### Selected gate families, run 1

Drawn at 3 px/um.
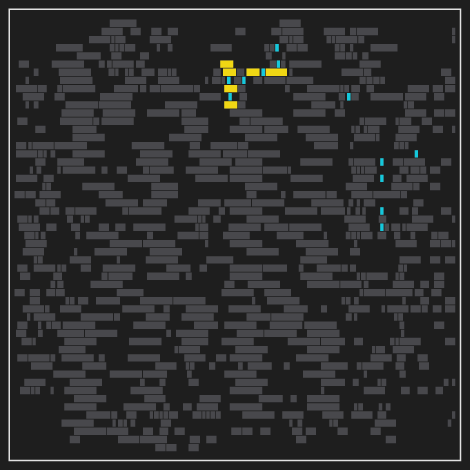
### Met3 routing, run 1

Drawn at 2 px/um.
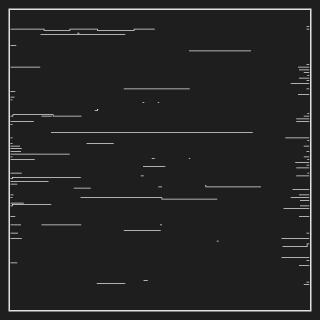
### Cell sizes after repair, run 1

Drawn at 3 px/um.
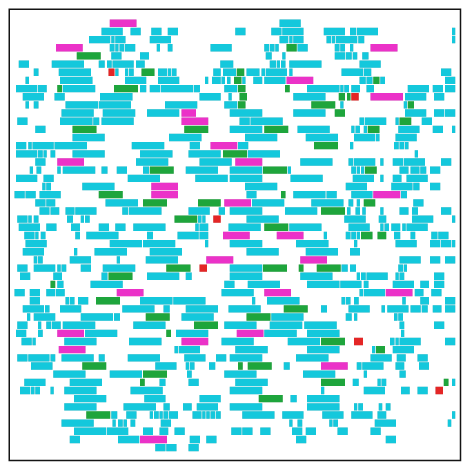
===== src/rtl/palette_pkg.sv =====
// Shared types for the palette Avalon writer: the address/colour types, the queued command
// record, the writer FSM states and the Avalon constants.
// Latency: none (declarations only). Backpressure: not applicable.
package palette_pkg;

    typedef logic [4:0]  pal_addr_t;   // {palette[2:0], color_index[1:0]}
    typedef logic [23:0] rgb_t;        // R in [23:16], G in [15:8], B in [7:0]

    typedef struct packed {
        pal_addr_t addr;
        rgb_t      rgb;
        logic      verify;             // read back and compare after the write
    } pal_cmd_t;

    typedef enum logic [2:0] {
        ST_IDLE,
        ST_WRITE,
        ST_READ,
        ST_WAIT_RD,
        ST_CHECK
    } pal_wr_state_t;

    localparam int         PAL_WORDS  = 32;
    localparam logic [3:0] AVL_BE_ALL = 4'hF;

    // The palette slave only stores 24 bits; the top byte is driven as zero.
    function automatic logic [31:0] pal_wdata(input rgb_t rgb);
        return {8'h00, rgb};
    endfunction

endpackage


===== src/rtl/palette_cmd_fifo.sv =====
// Command queue for palette writes: synchronous FIFO of pal_cmd_t with head-of-queue read.
// Latency: a pushed entry is visible at rd_data the cycle after the push edge.
// Backpressure: full is count based; push while full and pop while empty are ignored.
// Ports: clk/rst (sync, active-high), push/wr_data, pop/rd_data, full, empty, count.
module palette_cmd_fifo
    import palette_pkg::*;
#(
    parameter int DEPTH = 4
) (
    input  logic                     clk,
    input  logic                     rst,
    input  logic                     push,
    input  pal_cmd_t                 wr_data,
    input  logic                     pop,
    output pal_cmd_t                 rd_data,
    output logic                     full,
    output logic                     empty,
    output logic [$clog2(DEPTH):0]   count
);

    localparam int AW = $clog2(DEPTH);

    logic [AW-1:0] wr_ptr_q, wr_ptr_d;
    logic [AW-1:0] rd_ptr_q, rd_ptr_d;
    logic [AW:0]   count_q,  count_d;
    pal_cmd_t      mem_q [DEPTH];

    logic do_push;
    logic do_pop;

    assign full    = (count_q == (AW+1)'(DEPTH));
    assign empty   = (count_q == '0);
    assign count   = count_q;
    assign rd_data = mem_q[rd_ptr_q];

    assign do_push = push && !full;
    assign do_pop  = pop && !empty;

    always_comb begin
        wr_ptr_d = wr_ptr_q;
        rd_ptr_d = rd_ptr_q;
        count_d  = count_q;
        // DEPTH is a power of two, so the pointers wrap naturally.
        if (do_push) wr_ptr_d = wr_ptr_q + AW'(1);
        if (do_pop)  rd_ptr_d = rd_ptr_q + AW'(1);
        case ({do_push, do_pop})
            2'b10:   count_d = count_q + (AW+1)'(1);
            2'b01:   count_d = count_q - (AW+1)'(1);
            default: count_d = count_q;
        endcase
    end

    always_ff @(posedge clk) begin
        if (rst) begin
            wr_ptr_q <= '0;
            rd_ptr_q <= '0;
            count_q  <= '0;
        end else begin
            wr_ptr_q <= wr_ptr_d;
            rd_ptr_q <= rd_ptr_d;
            count_q  <= count_d;
        end
    end

    // Storage needs no reset: the pointers and count define what is valid.
    always_ff @(posedge clk) begin
        if (do_push) mem_q[wr_ptr_q] <= wr_data;
    end

endmodule


===== src/rtl/palette_avl_writer.sv =====
// Avalon-MM initiator that writes queued palette entries and optionally reads them back to verify.
// Latency: entry accepted at edge k has AVL_WRITE high in the cycle after edge k+1; writes stream one per cycle.
// Backpressure: in_ready = !full (registered count, no same-cycle refill), forced low while RESET is high.
// Ports: CLK/RESET; in_valid/in_ready/in_addr/in_rgb/verify_en entry stream; clr_err;
//        AVL_* single-cycle write/read master (no waitrequest); busy, mismatch, mismatch_addr status.
module palette_avl_writer
    import palette_pkg::*;
#(
    parameter int DEPTH        = 4,
    parameter int READ_LATENCY = 1
) (
    input  logic        CLK,
    input  logic        RESET,
    input  logic        in_valid,
    output logic        in_ready,
    input  logic [4:0]  in_addr,
    input  logic [23:0] in_rgb,
    input  logic        verify_en,
    input  logic        clr_err,
    output logic        AVL_CS,
    output logic        AVL_WRITE,
    output logic        AVL_READ,
    output logic [4:0]  AVL_ADDR,
    output logic [31:0] AVL_WRITEDATA,
    output logic [3:0]  AVL_BYTE_EN,
    input  logic [31:0] AVL_READDATA,
    output logic        busy,
    output logic        mismatch,
    output logic [4:0]  mismatch_addr
);

    localparam int CW = $clog2(DEPTH) + 1;
    localparam int LW = (READ_LATENCY > 1) ? $clog2(READ_LATENCY) : 1;

    // ---------------- command queue ----------------
    pal_cmd_t        fifo_wr_data;
    pal_cmd_t        fifo_head;
    logic            fifo_push;
    logic            fifo_pop;
    logic            fifo_full;
    logic            fifo_empty;
    logic [CW-1:0]   fifo_count;

    assign in_ready     = !fifo_full && !RESET;
    assign fifo_push    = in_valid && in_ready;
    assign fifo_wr_data = '{addr: in_addr, rgb: in_rgb, verify: verify_en};

    palette_cmd_fifo #(.DEPTH(DEPTH)) u_fifo (
        .clk     (CLK),
        .rst     (RESET),
        .push    (fifo_push),
        .wr_data (fifo_wr_data),
        .pop     (fifo_pop),
        .rd_data (fifo_head),
        .full    (fifo_full),
        .empty   (fifo_empty),
        .count   (fifo_count)
    );

    // ---------------- FSM and registered Avalon outputs ----------------
    pal_wr_state_t   state_q, state_d;
    pal_cmd_t        cmd_q, cmd_d;
    logic [LW-1:0]   lat_cnt_q, lat_cnt_d;
    logic            rd_fail;

    logic            avl_cs_q, avl_cs_d;
    logic            avl_write_q, avl_write_d;
    logic            avl_read_q, avl_read_d;
    logic [4:0]      avl_addr_q, avl_addr_d;
    logic [31:0]     avl_wdata_q, avl_wdata_d;
    logic [3:0]      avl_be_q, avl_be_d;
    logic            mismatch_q, mismatch_d;
    logic [4:0]      mismatch_addr_q, mismatch_addr_d;

    // Only the 24 RGB bits of read data take part in the compare.
    logic            unused_rd_hi;
    assign unused_rd_hi = ^AVL_READDATA[31:24];

    always_comb begin
        state_d   = state_q;
        cmd_d     = cmd_q;
        lat_cnt_d = lat_cnt_q;
        fifo_pop  = 1'b0;
        rd_fail   = 1'b0;

        case (state_q)
            ST_IDLE: begin
                if (!fifo_empty) begin
                    fifo_pop = 1'b1;
                    cmd_d    = fifo_head;
                    state_d  = ST_WRITE;
                end
            end
            ST_WRITE: begin
                if (cmd_q.verify) begin
                    state_d = ST_READ;
                end else if (!fifo_empty) begin
                    // Back-to-back: the next write goes out in the very next cycle.
                    fifo_pop = 1'b1;
                    cmd_d    = fifo_head;
                    state_d  = ST_WRITE;
                end else begin
                    state_d = ST_IDLE;
                end
            end
            ST_READ: begin
                // READ_LATENCY-1 cycles of WAIT_RD put CHECK on the cycle the data arrives.
                lat_cnt_d = LW'(READ_LATENCY - 1);
                if (READ_LATENCY == 1) state_d = ST_CHECK;
                else                   state_d = ST_WAIT_RD;
            end
            ST_WAIT_RD: begin
                lat_cnt_d = lat_cnt_q - LW'(1);
                if (lat_cnt_d == '0) state_d = ST_CHECK;
            end
            ST_CHECK: begin
                rd_fail = (AVL_READDATA[23:0] != cmd_q.rgb);
                state_d = ST_IDLE;
            end
            default: state_d = ST_IDLE;
        endcase

        // Outputs are registered from the next state, so strobes line up with the state they name.
        avl_write_d = (state_d == ST_WRITE);
        avl_read_d  = (state_d == ST_READ);
        avl_cs_d    = avl_write_d || avl_read_d;
        avl_be_d    = avl_cs_d ? AVL_BE_ALL : 4'h0;
        avl_addr_d  = avl_cs_d    ? cmd_d.addr            : avl_addr_q;
        avl_wdata_d = avl_write_d ? pal_wdata(cmd_d.rgb)  : avl_wdata_q;

        // A failure in the same cycle as clr_err wins.
        mismatch_d      = mismatch_q && !clr_err;
        mismatch_addr_d = mismatch_addr_q;
        if (rd_fail) begin
            mismatch_d      = 1'b1;
            mismatch_addr_d = cmd_q.addr;
        end
    end

    always_ff @(posedge CLK) begin
        if (RESET) begin
            state_q         <= ST_IDLE;
            cmd_q           <= '0;
            lat_cnt_q       <= '0;
            avl_cs_q        <= 1'b0;
            avl_write_q     <= 1'b0;
            avl_read_q      <= 1'b0;
            avl_addr_q      <= '0;
            avl_wdata_q     <= '0;
            avl_be_q        <= '0;
            mismatch_q      <= 1'b0;
            mismatch_addr_q <= '0;
        end else begin
            state_q         <= state_d;
            cmd_q           <= cmd_d;
            lat_cnt_q       <= lat_cnt_d;
            avl_cs_q        <= avl_cs_d;
            avl_write_q     <= avl_write_d;
            avl_read_q      <= avl_read_d;
            avl_addr_q      <= avl_addr_d;
            avl_wdata_q     <= avl_wdata_d;
            avl_be_q        <= avl_be_d;
            mismatch_q      <= mismatch_d;
            mismatch_addr_q <= mismatch_addr_d;
        end
    end

    assign AVL_CS        = avl_cs_q;
    assign AVL_WRITE     = avl_write_q;
    assign AVL_READ      = avl_read_q;
    assign AVL_ADDR      = avl_addr_q;
    assign AVL_WRITEDATA = avl_wdata_q;
    assign AVL_BYTE_EN   = avl_be_q;
    assign mismatch      = mismatch_q;
    assign mismatch_addr = mismatch_addr_q;

    assign busy = (fifo_count != '0) || (state_q != ST_IDLE);

endmodule

===== config.mk =====
export PLATFORM = sky130hd
export DESIGN_NAME = palette_avl_writer
export DESIGN_NICKNAME = d
export VERILOG_FILES = /design/src/rtl/palette_pkg.sv /design/src/rtl/palette_cmd_fifo.sv /design/src/rtl/palette_avl_writer.sv
export SDC_FILE = /design/constraint.sdc
export NUM_CORES = 1
export LEC_CHECK = 0
export CAP_MARGIN = 20
export CELL_PAD_IN_SITES_DETAIL_PLACEMENT = 0
export CELL_PAD_IN_SITES_GLOBAL_PLACEMENT = 1
export CORE_UTILIZATION = 35
export DETAILED_ROUTE_END_ITERATION = 10
export PLACE_DENSITY_LB_ADDON = 0.1
export REMOVE_ABC_BUFFERS = 1
export SETUP_SLACK_MARGIN = 0.4
export SYNTH_ARGS = -nofsm -noshare
export SYNTH_HDL_FRONTEND = slang
export SYNTH_SLANG_ARGS = --single-unit

===== constraint.sdc =====
create_clock -name CLK -period 4.5 [get_ports CLK]
set_input_delay 0.45 -clock CLK [delete_from_list [all_inputs] [get_ports CLK]]
set_output_delay 0.45 -clock CLK [all_outputs]
set_load 0.02 [all_outputs]

==> job_summary.md, run 1 <==
### Metrics collected by this job

| Metric | Value |
|---|---|
| Layout cells sized above 1 | `between 10% and 20%` |
| Clock Skew | `0.0121 ns` |
| Post-Syn Area per Cell | `between 10 and 15 um^2` |
| Die X | `150 um` |
| Ys Warns | `0` |
| Ys async rst share | `0%` |
| Vias in the first global route | `4,396` |
| Worst EP required | `4.93 ns` |
| Clock Sink Count | `around 200` |
| Area after DPL | `8850 um^2` |
| Min-Delay Path Class | `reg -> reg` |
| Critical Path AT | `roughly 3 ns` |
| Max Freq | `between 300 and 400 MHz` |
| Pwr Total | `6.17 mW` |
| Init Core Util | `a little over a third` |
| CP Class | `reg -> reg` |
| Biggest area consumer among synthesized cells | `edfxtp_1` |
| Startpoint Class | `flop` |
| Ports | `around 120` |
| Die area | `between 20,000 and 25,000 um^2` |
| Setup Fix Bufs, Post-CTS | `0` |
| Clock share of power | `approximately 29%` |
| Remaining DRCs | `0` |
| Top cell area share | `47.0%` |
| Placeable Area | `roughly 21,000 um^2` |
| Met1 GRT Util | `roughly 18%` |
| NetSw | `1.96 mW` |
| Initial DRC count | `between 100 and 150` |
| Synth cell count leaders | `edfxtp_1 (120), dfxtp_1 (81), a21oi_1 (63)` |
| Die height | `approximately 150 um` |
| H-Tree Depth | `1` |
| Max-cap violations | `0` |
| Clk latency late pin | `roughly 0.5 ns` |
| Tool warnings | `36` |
| Antenna diode count | `0` |
| First-pass GRT wire length | `between 20 and 25 mm` |
| RePlAce Congestion | `0.678` |
| Cells in synth_stat.txt | `~530` |
| Final nets | `a little over 700` |
| Outcome | `finished, final reports clean` |
| Most common reg cell | `edfxtp_1` |
| Setup TNS | `0 ns` |
| CP Capture Type | `flop` |
| RSZ-0062 raised after global routing | `false` |
| Post-route ant nets | `0` |
| RR Endpoint | `u_fifo.count[2]` |
| Max rail drop VDD | `0.378 mV` |
| Slew HR | `40.6%` |
| Worst-path fanout max | `32` |
| Period utilisation layout | `57.5%` |
| Fin. Hold Viols | `0` |
| Most numerous cell in the Yosys netlist | `edfxtp_1` |
| Met2 usage | `23.8%` |
| Number of buffers created by CTS | `23` |
| # setup viols final | `0` |
| #FFs+latches synth | `~200` |
| Sequential share of power | `roughly two fifths` |
| Largest net degree at the start of global routing | `61` |
| Initial antenna violation count | `0` |
| Worst hold path depth | `2` |
About 'Selected gate families':
- yellow: fa/ha/maj cells (cells 6; most used ha_1; where top centre)
- cyan: inv cells (cells 12; most used inv_1)
fin cells: 926
fraction of area in multi-input gates: 23.0%
most numerous logic cell after layout: edfxtp_1

About 'Met3 routing':
- longest straight run: 101 um
- main direction: horizontal
- share of all routed wire: 5.9%
- nets with wire on the layer: 79
- wire length on this layer: 909 um
Total Wirelength: 15.4 mm
met3 Track Usage GR: 3.45%
DR vias: 4,328

About 'Cell sizes after repair':
- red: x3 and x4 (cells 6)
- magenta: x6 and larger (cells 27)
- green: x2 (cells 60)
- cyan: x1 and smaller (cells 558)
bufs w/o clock: 105
final worst slack: 1.91 ns
Area Overhead vs Synth: 25.2%
design area: 9590 um^2

## run 1: through the flow
stage / hold slack [ns] / worst slack (ns)
after floorplan: 0.433 / 1.77
after global placement: 0.453 / 1.81
after detailed placement: 0.451 / 1.76
after CTS: 0.462 / 1.85
after global routing: 0.472 / 1.68
final: 0.461 / 1.91
## run 1: registers in the layout, summed over array words and instances, names as in the netlist, named ones only
name	count
AVL_ADDR	5
AVL_BYTE_EN	1
AVL_READ	1
AVL_WRITE	1
AVL_WRITEDATA	24
cmd_q	30
lat_cnt_q	1
mismatch	1
mismatch_addr	5
state_q	3
u_fifo.count	3
u_fifo.mem_q	120
u_fifo.rd_ptr_q	2
u_fifo.wr_ptr_q	2
## run 1: worst max-delay path, cell delays in order (launching register included)
cell and delay [ns]:
dfxtp_1 0.38, nor3_2 0.09, nor3_2 0.15, nand2_2 0.08, inv_2 0.48, ha_1 0.29, inv_1 0.06, fa_1 0.37
xor2_1 0.16, or3_1 0.30, a21oi_1 0.15
## run 1: cell type report
| class | instances | area, um^2 |
|---|---|---|
| Inverter | 12 | 45.0 |
| Clock inverter | 12 | 83.8 |
| Clock buffer | 29 | 651 |
| Tap cell | 275 | 344 |
| Timing Repair Buffer | 105 | 1040 |
| Multi-Input combinational cell | 292 | 2200 |
| Sequential cell | 201 | 5230 |
| Fill cell | 1954 | 11600 |
## run 1: how the worst max path moves through the flow
stage,start,to,slack [ns],depth (start not counted)
floorplan,u_fifo.count[0],u_fifo.count[2],1.77,10
global placement,RESET,u_fifo.count[2],1.81,11
detailed placement,RESET,u_fifo.count[2],1.76,11
CTS,u_fifo.count[0],u_fifo.count[2],1.85,10
global route,u_fifo.count[0],u_fifo.count[2],1.68,10
finish,u_fifo.count[0],u_fifo.count[2],1.91,10
## run 1: metal layers
metal | routed length [um] | share of wire [%]
met4 | 269 | 1.8
met3 | 908 | 5.9
met5 | 0 | 0
met2 | 7450 | 48
met1 | 6740 | 44
## run 1: power by group through the flow
stage	Clock (mW)	Combinational [mW]	Sequential, mW
2_1_floorplan	0	1.07	2.67
3_3_place_gp	0	1.89	2.54
3_5_place_dp	0	1.92	2.56
4_1_cts	1.84	1.93	2.52
5_1_grt	1.90	2.10	2.56
6_report	1.78	1.88	2.51
## run 1: cells in the final DEF, fill, tap and decap left out, drive strengths merged, types with 6 or more instances in the layout
cell type      count
inv               13
and2              25
nand2             23
nor4               6
clkinv            10
conb               8
a21oi             64
edfxtp           120
nor2              58
nor2b              6
xor2              27
mux4              30
nand2b             6
clkdlybuf4s50    100
clkbuf            29
dfxtp             81
## run 1: logic make-up after synthesis
| family | count (synthesis) | share of synthesized area [%] |
|---|---|---|
| AND/OR/NAND/NOR | 138 | 8.87 |
| buffers and inverters | 48 | 3.46 |
| XOR/XNOR | 29 | 3.32 |
| other | 1 | 0.0489 |
| adder cells (fa/ha/maj) | 6 | 1.08 |
| flip-flops | 201 | 68.2 |
| AND-OR/OR-AND | 76 | 5.47 |
| multiplexers | 35 | 9.55 |
### Routing congestion map, run 1

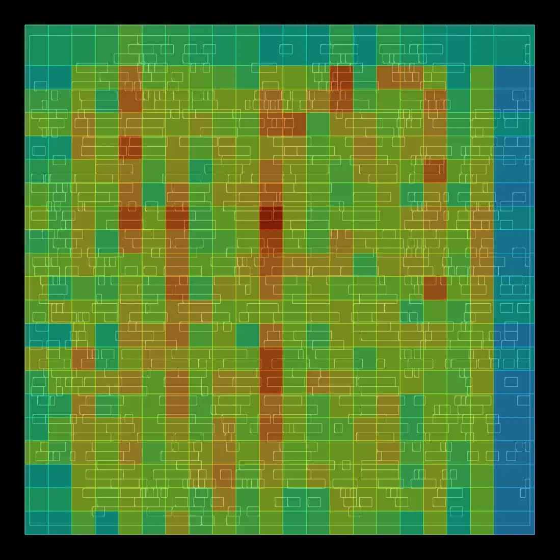

## Run 2: what changed since run 1
Clock period 4.5 ns to 2.4 ns, I/O delays scaled along.
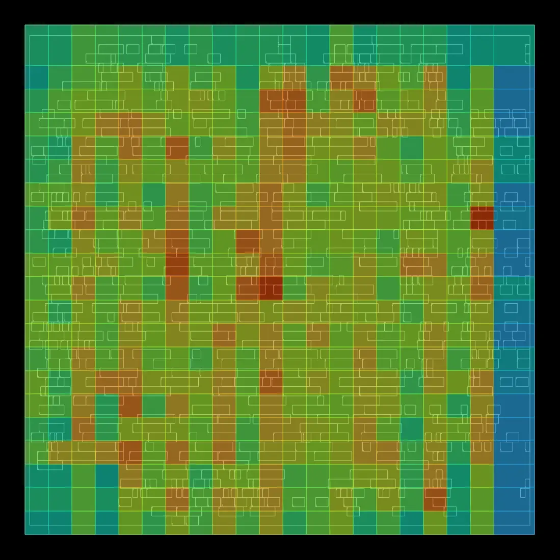
*Routing congestion map, run 2*
met1 GRT Util: 18.7%
met2 usage: 24.1%
gr busiest metal: met2

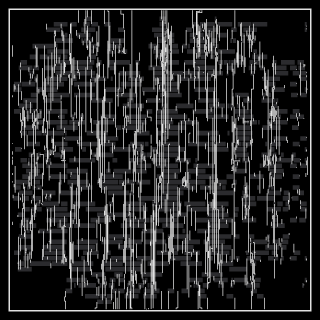
*M2 wires, run 2*
Drawn at 2 px/um.
- nets with wire on the layer: 591
- longest straight run: 97.9 um
- main direction: vertical
Total Wirelength: 15.3 mm
DR vias: 4,352

==> run 2 against run 1 <==
  * Global-route usage rose by 0.25 points
  * Routed wire length fell by 0.21%
  * Via count rose by 0.55%
  * Count of clock-buffer cells in the layout rose by 3
  * Register-to-register slack got worse by 1.5 ns
  * Total power rose by 93%
  * Critical path type unchanged
  * Worst setup slack got worse by 1.5 ns
==> job_summary.md, run 2 <==
### Metrics collected by this job

| Metric | Value |
|---|---|
| Design area | `9830 um^2 (was 9590 um^2)` |
| Initial DRC count | `228 (was 149)` |
| Final worst slack | `0.454 ns (was 1.91 ns)` |
| Placeable Area | `21,200 um^2 (unchanged)` |
| Area Overhead vs Synth | `28.3% (was 25.2%)` |
| First-pass GRT wire length | `24.4 mm (was 23.9 mm)` |
| Fin cells | `941 (was 926)` |
| Largest net degree at the start of global routing | `61 (unchanged)` |
| H-Tree Depth | `1 (unchanged)` |
| Max-cap violations | `0 (unchanged)` |
| Startpoint Class | `flop (unchanged)` |
| Fillers | `1,892 (was 1,954)` |
| Max rail drop VDD | `0.684 mV (was 0.378 mV)` |
| Most common reg cell | `edfxtp_1 (unchanged)` |
| Layout cells sized above 1 | `17.7% (was 14.3%)` |
| CP Class | `reg -> reg (unchanged)` |
| CTS hold repair buffers | `0 (unchanged)` |
| CP most frequent cell | `inv_1 (was nor3_2)` |
| Clk latency late pin | `0.50 ns (about the same)` |
| Remaining global-route overflow | `0 (unchanged)` |
| EDFF count, synth | `120 (unchanged)` |
| Worst Tran Pin Value | `0.657 ns (was 0.890 ns)` |
| Most numerous logic cell after layout | `edfxtp_1 (unchanged)` |
| Slowest-stage cell, CP | `dfxtp_2 (was inv_2)` |
| Port bufs | `101 (unchanged)` |
| Die area | `22,500 um^2 (unchanged)` |
| Worst EP required | `2.82 ns (was 4.93 ns)` |
| Die height | `150 um (unchanged)` |
| Post-Synthesis Cells | `534 (unchanged)` |
| Ys async rst share | `0% (unchanged)` |
| Die X | `150 um (unchanged)` |
| Power per cell area | `1210 nW/um^2 (was 643 nW/um^2)` |
| Crit path buf inv count | `3 (was 2)` |
| RR Endpoint | `u_fifo.count[2] (unchanged)` |
| Worst-path fanout max | `3 (was 32)` |
| Biggest area consumer among synthesized cells | `edfxtp_1 (unchanged)` |
| Remaining DRCs | `0 (unchanged)` |
| RePlAce Congestion | `0.705 (was 0.678)` |
| Area after DPL | `9000 um^2 (was 8850 um^2)` |
| Slew HR | `56.2% (was 40.6%)` |
| Iteration count of the initial detailed-routing pass | `4 (unchanged)` |
| Init Core Util | `36.1% (unchanged)` |
| Initial antenna violation count | `0 (unchanged)` |
| Most numerous cell in the Yosys netlist | `edfxtp_1 (unchanged)` |
| Top cell area share | `47.0% (unchanged)` |
| Min-Delay Path Class | `in -> reg (was reg -> reg)` |
| Number of buffers created by CTS | `23 (unchanged)` |
| RSZ-0062 raised after global routing | `true (was false)` |
| Top Family by Delay on Critical Path | `simple AND/OR/NAND/NOR gates (was adder cells)` |
| Vias in the first global route | `4,568 (was 4,396)` |
| Wire per inst | `16.3 um (was 16.6 um)` |
| Hpwl dp | `9.58 mm (was 9.41 mm)` |
| Worst setup path start | `u_fifo.count[1] (was u_fifo.count[0])` |
| Max Freq | `514 MHz (was 387 MHz)` |
| Synth unique cells | `45 (unchanged)` |
| Min-Delay Endpoint | `AVL_WRITEDATA[17] (was mismatch_addr[0])` |
| Longest Clk Path Bufs | `3 (unchanged)` |
| Ports | `118 (unchanged)` |
| Hold path startpoint | `RESET (was cmd_q[25])` |
| Fin. Hold Viols | `0 (unchanged)` |
| Cells in synth_stat.txt | `534 (unchanged)` |
| Leak | `3.43 nW (was 3.33 nW)` |
| Max FFs per register | `120 (unchanged)` |
| Top cells excl fill/tap | `edfxtp_1 (120), clkdlybuf4s50_1 (98), dfxtp_1 (74) (was edfxtp_1 (120), clkdlybuf4s50_1 (100), dfxtp_1 (79))` |
| Placed Cells | `896 (was 885)` |
| Largest Register | `u_fifo.mem_q (unchanged)` |
| Critical Path AT | `2.37 ns (was 3.01 ns)` |
| R2R setup slack | `0.45 ns (was 1.91 ns)` |
| Worst hold path depth | `3 (was 2)` |
| Tool warnings | `37 (was 36)` |
| Hold_ws | `0.356 ns (was 0.461 ns)` |
| Clock Skew | `0.0147 ns (was 0.0121 ns)` |
| Via-per-instance ratio | `4.62 (was 4.67)` |
| Worst path max stage delay | `0.33 ns (was 0.48 ns)` |
| Period utilisation layout | `81.1% (was 57.5%)` |
| #FFs+latches synth | `201 (unchanged)` |
| Post-route ant nets | `0 (unchanged)` |
| Seq/Total Area, Yosys | `68.2% (unchanged)` |
| Crit-path cells | `inv_2, a31oi_2, and2_4, inv_1, ha_4, inv_1, fa_2, xor2_1, or3_1, a21oi_2 (was nor3_2, nor3_2, nand2_2, inv_2, ha_1, inv_1, fa_1, xor2_1, or3_1, a21oi_1)` |
| Clock Sink Count | `201 (unchanged)` |
| Post-Syn Area per Cell | `14.3 um^2 (unchanged)` |
| TritonCTS clock tree | `yes (unchanged)` |
| Synth cell count leaders | `edfxtp_1 (120), dfxtp_1 (81), a21oi_1 (63) (unchanged)` |
| CP Capture Type | `flop (unchanged)` |
| Worst r2r path cells | `10 (unchanged)` |
| Final nets | `721 (was 707)` |
| Pwr Total | `11.9 mW (was 6.17 mW)` |
| # setup viols final | `0 (unchanged)` |
| Antenna diode count | `0 (unchanged)` |
| DP Worst Slack | `0.0298 ns (was 1.76 ns)` |
| Ys Warns | `0 (unchanged)` |
| Reg clk slew, reported paths | `0.06 ns (about the same)` |
| Outcome | `finished, final reports clean (unchanged)` |
[run 2: cell counts after synthesis]
Identical to the previous run, type by type.
[run 2: worst register-to-register path, stage by stage (launching register included)]
cell     delay, ns
dfxtp_2       0.33
inv_2         0.08
a31oi_2       0.11
and2_4        0.16
inv_1         0.08
ha_4          0.14
inv_1         0.05
fa_2          0.33
xor2_1        0.16
or3_1         0.32
a21oi_2       0.12
[run 2: how the worst max path moves through the flow]
stage                            end  cells past startpoint
floorplan            u_fifo.count[2]                     10
global placement    mismatch_addr[0]                      9
detailed placement  mismatch_addr[2]                      9
CTS                  u_fifo.count[2]                     10
global route         u_fifo.count[2]                     10
finish               u_fifo.count[2]                     10
[run 2: stage by stage]
stage	setup TNS, ns	util (%)
global placement	0	42.4
floorplan	-2.20	-
finish	0	46.3
CTS	0	46.2
global route	0	46.3
detailed placement	0	42.4
[run 2: cells by family after synthesis]
logic type | after synthesis | share of synthesized area (%)
fa+ha+maj | 6 | 1.08
simple gates | 138 | 8.87
buf+inv | 48 | 3.46
mux | 35 | 9.55
flops | 201 | 68.2
other cells | 1 | 0.0489
xor+xnor | 29 | 3.32
compound gates | 76 | 5.47
[run 2: report_power, final]
part | internal (mW) | switching (mW)
logic | 1.73 | 2.05
registers | 4.25 | 0.358
clock network | 2.18 | 1.30
[run 2: area by class of cell]
class / instances / area, um^2 / share of cell area (%)
Inverter: 12 / 45.0 / 0.458
Clock inverter: 10 / 130 / 1.32
Clock buffer: 32 / 639 / 6.50
Timing Repair Buffer: 119 / 1200 / 12.2
Multi-Input combinational cell: 292 / 2230 / 22.7
Sequential cell: 201 / 5240 / 53.3
Tap cell: 275 / 344 / 3.50
[run 2: timing repair]
item,4_1_cts,5_1_grt
setup buffers,1,2
pin swaps,3,2
gates resized,12,5
endpoints found under the setup margin,7,4
[run 2: per-layer routing]
metal  part of all wire [%]  wire, um  global-route usage (%)
met1                     45      6900                    18.7
met2                     48      7370                    24.1
met3                    5.3       817                    2.84
met4                    1.6       248                    4.09
met5                      0         0                       0
No activity file was given, so power comes from the tool's default toggle rates.
